**config.mk**
```make
export PLATFORM = sky130hd
export DESIGN_NAME = serial_word_loader
export DESIGN_NICKNAME = d
export VERILOG_FILES = /design/src/rtl/serial_word_loader_pkg.sv /design/src/rtl/serial_word_loader.sv
export SDC_FILE = /design/constraint.sdc
export NUM_CORES = 1
export LEC_CHECK = 0
export CELL_PAD_IN_SITES_DETAIL_PLACEMENT = 1
export CELL_PAD_IN_SITES_GLOBAL_PLACEMENT = 1
export CORE_MARGIN = 2
export CORE_UTILIZATION = 30
export DETAILED_ROUTE_END_ITERATION = 8
export DONT_BUFFER_PORTS = 1
export PLACE_DENSITY_LB_ADDON = 0.08
export SLEW_MARGIN = 40
export SYNTH_ARGS = -nofsm -noshare
export SYNTH_HDL_FRONTEND = slang
export SYNTH_SLANG_ARGS = --single-unit
```
**constraint.sdc**
```tcl
create_clock -name i_clk -period 1.8 [get_ports i_clk]
set_input_delay 0.27 -clock i_clk [delete_from_list [all_inputs] [get_ports i_clk]]
set_output_delay 0.27 -clock i_clk [all_outputs]
set_load 0.05 [all_outputs]
```
**src/rtl/serial_word_loader_pkg.sv**
```systemverilog
`default_nettype none
// ============================================================================
//  Module   : serial_word_loader_pkg
//  Purpose  : Shared definitions for the serial word loader: the state
//             encoding and the bit-counter width helper.
//  Ports    : none (package)
//  Revision : 1.0 - initial release
// ============================================================================
package serial_word_loader_pkg;

    localparam logic [1:0] c_IDLE = 2'd0;
    localparam logic [1:0] c_DATA = 2'd1;
    localparam logic [1:0] c_PAR  = 2'd2;

    typedef enum logic [1:0] {
        ST_IDLE = c_IDLE,
        ST_DATA = c_DATA,
        ST_PAR  = c_PAR
    } state_e;

    // Counter only has to reach WIDTH-1, so $clog2(WIDTH) bits are enough.
    function automatic int cnt_w(input int width);
        return (width < 2) ? 1 : $clog2(width);
    endfunction

endpackage
`default_nettype wire

```
**src/rtl/serial_word_loader.sv**
```systemverilog
`default_nettype none
// ============================================================================
//  Module   : serial_word_loader
//  Purpose  : Assembles a framed serial bit stream into a WIDTH-bit word,
//             optionally checks a trailing even-parity bit, and issues a
//             one-cycle write strobe with the word for a downstream register.
//  Ports    : i_clk      - clock, rising edge
//             i_arstn    - asynchronous reset, active low
//             i_srstn    - synchronous clear, active low
//             i_start    - frame start strobe (aborts any frame in progress)
//             i_bit_vld  - qualifies i_bit
//             i_bit      - serial data / parity bit
//             o_we       - one-cycle write strobe
//             o_d        - assembled word, held until the next o_we
//             o_busy     - frame in progress
//             o_err      - one-cycle parity-mismatch pulse, frame dropped
//  Revision : 1.0 - initial release
// ============================================================================
module serial_word_loader
    import serial_word_loader_pkg::*;
#(
    parameter int WIDTH     = 32,
    parameter int MSB_FIRST = 1,
    parameter int PARITY_EN = 1
) (
    input  logic             i_clk,
    input  logic             i_arstn,
    input  logic             i_srstn,
    input  logic             i_start,
    input  logic             i_bit_vld,
    input  logic             i_bit,
    output logic             o_we,
    output logic [WIDTH-1:0] o_d,
    output logic             o_busy,
    output logic             o_err
);

    localparam int               c_CNT_W = cnt_w(WIDTH);
    localparam logic [c_CNT_W-1:0] c_LAST = c_CNT_W'(WIDTH - 1);

    state_e             r_state,  w_nxt_state;
    logic [c_CNT_W-1:0] r_cnt,    w_nxt_cnt;
    logic [WIDTH-1:0]   r_shreg,  w_nxt_shreg;
    logic               r_par,    w_nxt_par;
    logic               r_we,     w_nxt_we;
    logic               r_err,    w_nxt_err;
    logic [WIDTH-1:0]   r_d,      w_nxt_d;
    logic [WIDTH-1:0]   w_shift;

    // Shift direction decides which end the first received bit ends up at.
    if (MSB_FIRST != 0) begin : g_msb_first
        assign w_shift = {r_shreg[WIDTH-2:0], i_bit};
    end else begin : g_lsb_first
        assign w_shift = {i_bit, r_shreg[WIDTH-1:1]};
    end

    always_ff @(posedge i_clk or negedge i_arstn) begin
        if (!i_arstn) begin
            r_state <= ST_IDLE;
            r_cnt   <= '0;
            r_shreg <= '0;
            r_par   <= 1'b0;
            r_we    <= 1'b0;
            r_err   <= 1'b0;
            r_d     <= '0;
        end else begin
            r_state <= w_nxt_state;
            r_cnt   <= w_nxt_cnt;
            r_shreg <= w_nxt_shreg;
            r_par   <= w_nxt_par;
            r_we    <= w_nxt_we;
            r_err   <= w_nxt_err;
            r_d     <= w_nxt_d;
        end
    end

    always_comb begin
        w_nxt_state = r_state;
        w_nxt_cnt   = r_cnt;
        w_nxt_shreg = r_shreg;
        w_nxt_par   = r_par;
        w_nxt_we    = 1'b0;
        w_nxt_err   = 1'b0;
        w_nxt_d     = r_d;

        if (!i_srstn) begin
            w_nxt_state = ST_IDLE;
            w_nxt_cnt   = '0;
            w_nxt_shreg = '0;
            w_nxt_par   = 1'b0;
            w_nxt_d     = '0;
        end else if (i_start) begin
            // Start always wins over a same-cycle bit, including the final one.
            w_nxt_state = ST_DATA;
            w_nxt_cnt   = '0;
            w_nxt_shreg = '0;
            w_nxt_par   = 1'b0;
        end else if (i_bit_vld) begin
            case (r_state)
                ST_DATA: begin
                    w_nxt_shreg = w_shift;
                    // Running parity of the data bits, ready when PAR arrives.
                    w_nxt_par   = r_par ^ i_bit;
                    if (r_cnt == c_LAST) begin
                        w_nxt_cnt = '0;
                        if (PARITY_EN != 0) begin
                            w_nxt_state = ST_PAR;
                        end else begin
                            w_nxt_state = ST_IDLE;
                            w_nxt_we    = 1'b1;
                            w_nxt_d     = w_shift;
                        end
                    end else begin
                        w_nxt_cnt = r_cnt + 1'b1;
                    end
                end
                ST_PAR: begin
                    w_nxt_state = ST_IDLE;
                    if (i_bit == r_par) begin
                        w_nxt_we = 1'b1;
                        w_nxt_d  = r_shreg;
                    end else begin
                        w_nxt_err = 1'b1;
                    end
                end
                default: begin
                    w_nxt_state = r_state;
                end
            endcase
        end
    end

    assign o_we   = r_we;
    assign o_err  = r_err;
    assign o_d    = r_d;
    assign o_busy = (r_state != ST_IDLE);

endmodule
`default_nettype wire

```
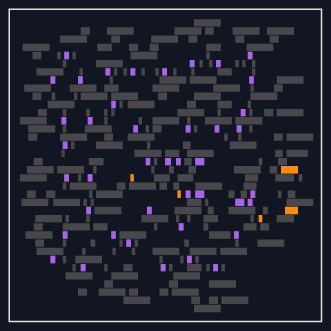
(gate-type map)
Drawn at 3 px/um.
colour	family	cells	most used
orange	NOR gates	5	nor2_1
purple	inverting AOI/OAI gates	42	a21oi_1

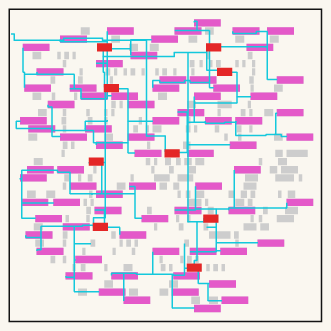
(clock distribution)
Drawn at 3 px/um.
[magenta] flip-flops | count: 74
[cyan] clock wires | length: 1140 um
[red] cells driving clock nets | count: 9
routed clock nets	10
flops lie	all over the die

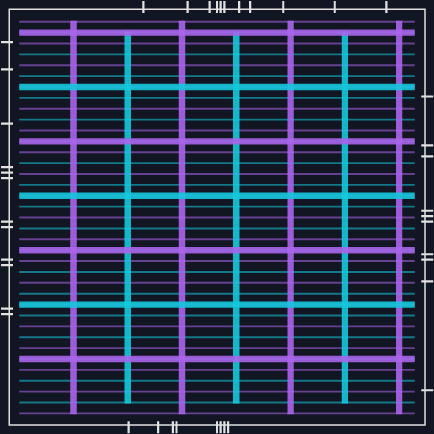
(power grid)
Drawn at 4 px/um. Pins as bars on the die edge.
colour	net
purple	VSS
cyan	VDD
met1 rails	37
signal pins	41

==> changes_impl.md <==
### Implementation results

- Clock power frac: 0.392
- Finished Cell Area: between 0.003 and 0.004 sq mm
- Tool warnings: 30
- Comb gates: between 150 and 200
- Unique cell types: 26
- CP top delay family: simple AND/OR/NAND/NOR gates
- Non-Clock Buffer Area Fraction: 0.02376
- Clock sink count: about 74
- H-tree depth: 3
- Clk Latency, worst-skew pair: 0.35 ns
- Area Overhead vs Synth: 9.760%
- CTS Buffer Depth: 2
- Crit. Startpoint: r_cnt[1]$_DFFE_PN0P_
- Total Power: ~0.0029 W
- Die Ht: approximately 100 um
- Post-place instance area: roughly 0.0031 sq mm
- Critical Path Source Type: register
- Adder share: 0.02103
- Tot GR Track Use: 0.1386
- Yosys top cell by area: dfrtp_1
- Yosys synthesis chip area: a little under 0.003 sq mm
- CP max stage cell: or4b_4
- Clock slew at reported path FFs: 0.08 ns
- Pins over their slew limit: 0
- Seq share, synth: 0.6226
- Hold_ws: -0.3879 ns
- Worst-case clock skew: 0.005449 ns
- Fmax: roughly 590 MHz
- # rows: 36
- Final min period: around 1.7 ns
- Clock Power: 0.00115 W
- Drt via density: 4.923
- Non-clock buffer count: 7
- DIE WIDTH: approximately 100 um
- Top cells by area: dfrtp_1, a22o_1, nand2_1, a21oi_1, buf_6
- Worst hold path type: input pin to async pin
- Status: finished with violations
- Pwr Density: ~900 mW/mm^2
- Final cell count without fillers: ~400
- Top cells by count: dfrtp_1, nand2_1, a21oi_1
- Comb power: 0.000112 W
- Crit path depth: 5
- Slew of the pin with the lowest slew margin: 0.5085 ns
- Post-CTS Setup Inserts: 0
- Lkg Pwr: between 1 and 1.5 nW
- CP Class: register to register
- FF-to-FF Start: r_cnt[1]$_DFFE_PN0P_
- CP Data Required Time: 2.08 ns
- Final setup viols: 0
- Flop pwr share: 0.570
- Well Taps: 133
- Synth Area in XOR/XNOR: 0.01136
- Clkbuf count: 13
- Diode count: 0
- Synthesized cell area: just under 0.003 sq mm
- Via count: 1969
- Reg2reg path depth: 5
- Nets: ~270
- CP Buf/Inv Count: 0
- Sw frac: 0.2402
- Top pwr grp: sequential cells
- Placer Congestion: 0.6903
- Post-synth mux share: 0
- Placement Setup Slack: 0.02666 ns
- Logic area: slightly below 0.001 sq mm
- Power Internal: around 0.0022 W
- Global-route wire length before repair: roughly 12 mm
- Crit path top cell by count: ha_2
- Inst Count DP: approximately 380
- Psw: 0.0007034 W
- Worst Path Max Fanout: 5
- Routed length per instance: about 17 um
- Flop Count: 74
- Initial DRT Pass Iterations: 4
- Final hold violation count: 74
- Failing checks: negative hold slack
- Critical path endpoint: r_cnt[2]$_DFFE_PN0P_
- Antenna-violating nets left: 0
- Post-route DRC: 0
- DPL Wire Length: 3.779 mm
- Flop share of the area: 0.5673
[per-layer routing]
metal	vias up	global-route usage	routed length, um
met2	35	0.2010	3066
met1	1027	0.1877	3416
met4	0	0.07432	131
met5	-	0	0
met3	8	0.03965	305
li1	899	-	-
[registers in the layout (all words and copies together) (netlist names)]
name,count
o_err,1
r_cnt,5
r_par,1
r_state,2
o_we,1
o_d,32
r_shreg,32
[cells in the final DEF (no fill, tap or decap), types with 2 or more instances in the layout]
master     n
nor2_1     3
nand2_1   69
clkbuf_1   3
and2_1     2
clkinv_2   3
o21ai_0    2
a22o_1    32
buf_4      5
ha_2       2
ha_1       3
clkbuf_8  10
inv_1      3
buf_12     2
dfrtp_1   74
a21oi_1   36
a21oi_2    2
nand3_1    2
No activity file was given, so power comes from the tool's default toggle rates.
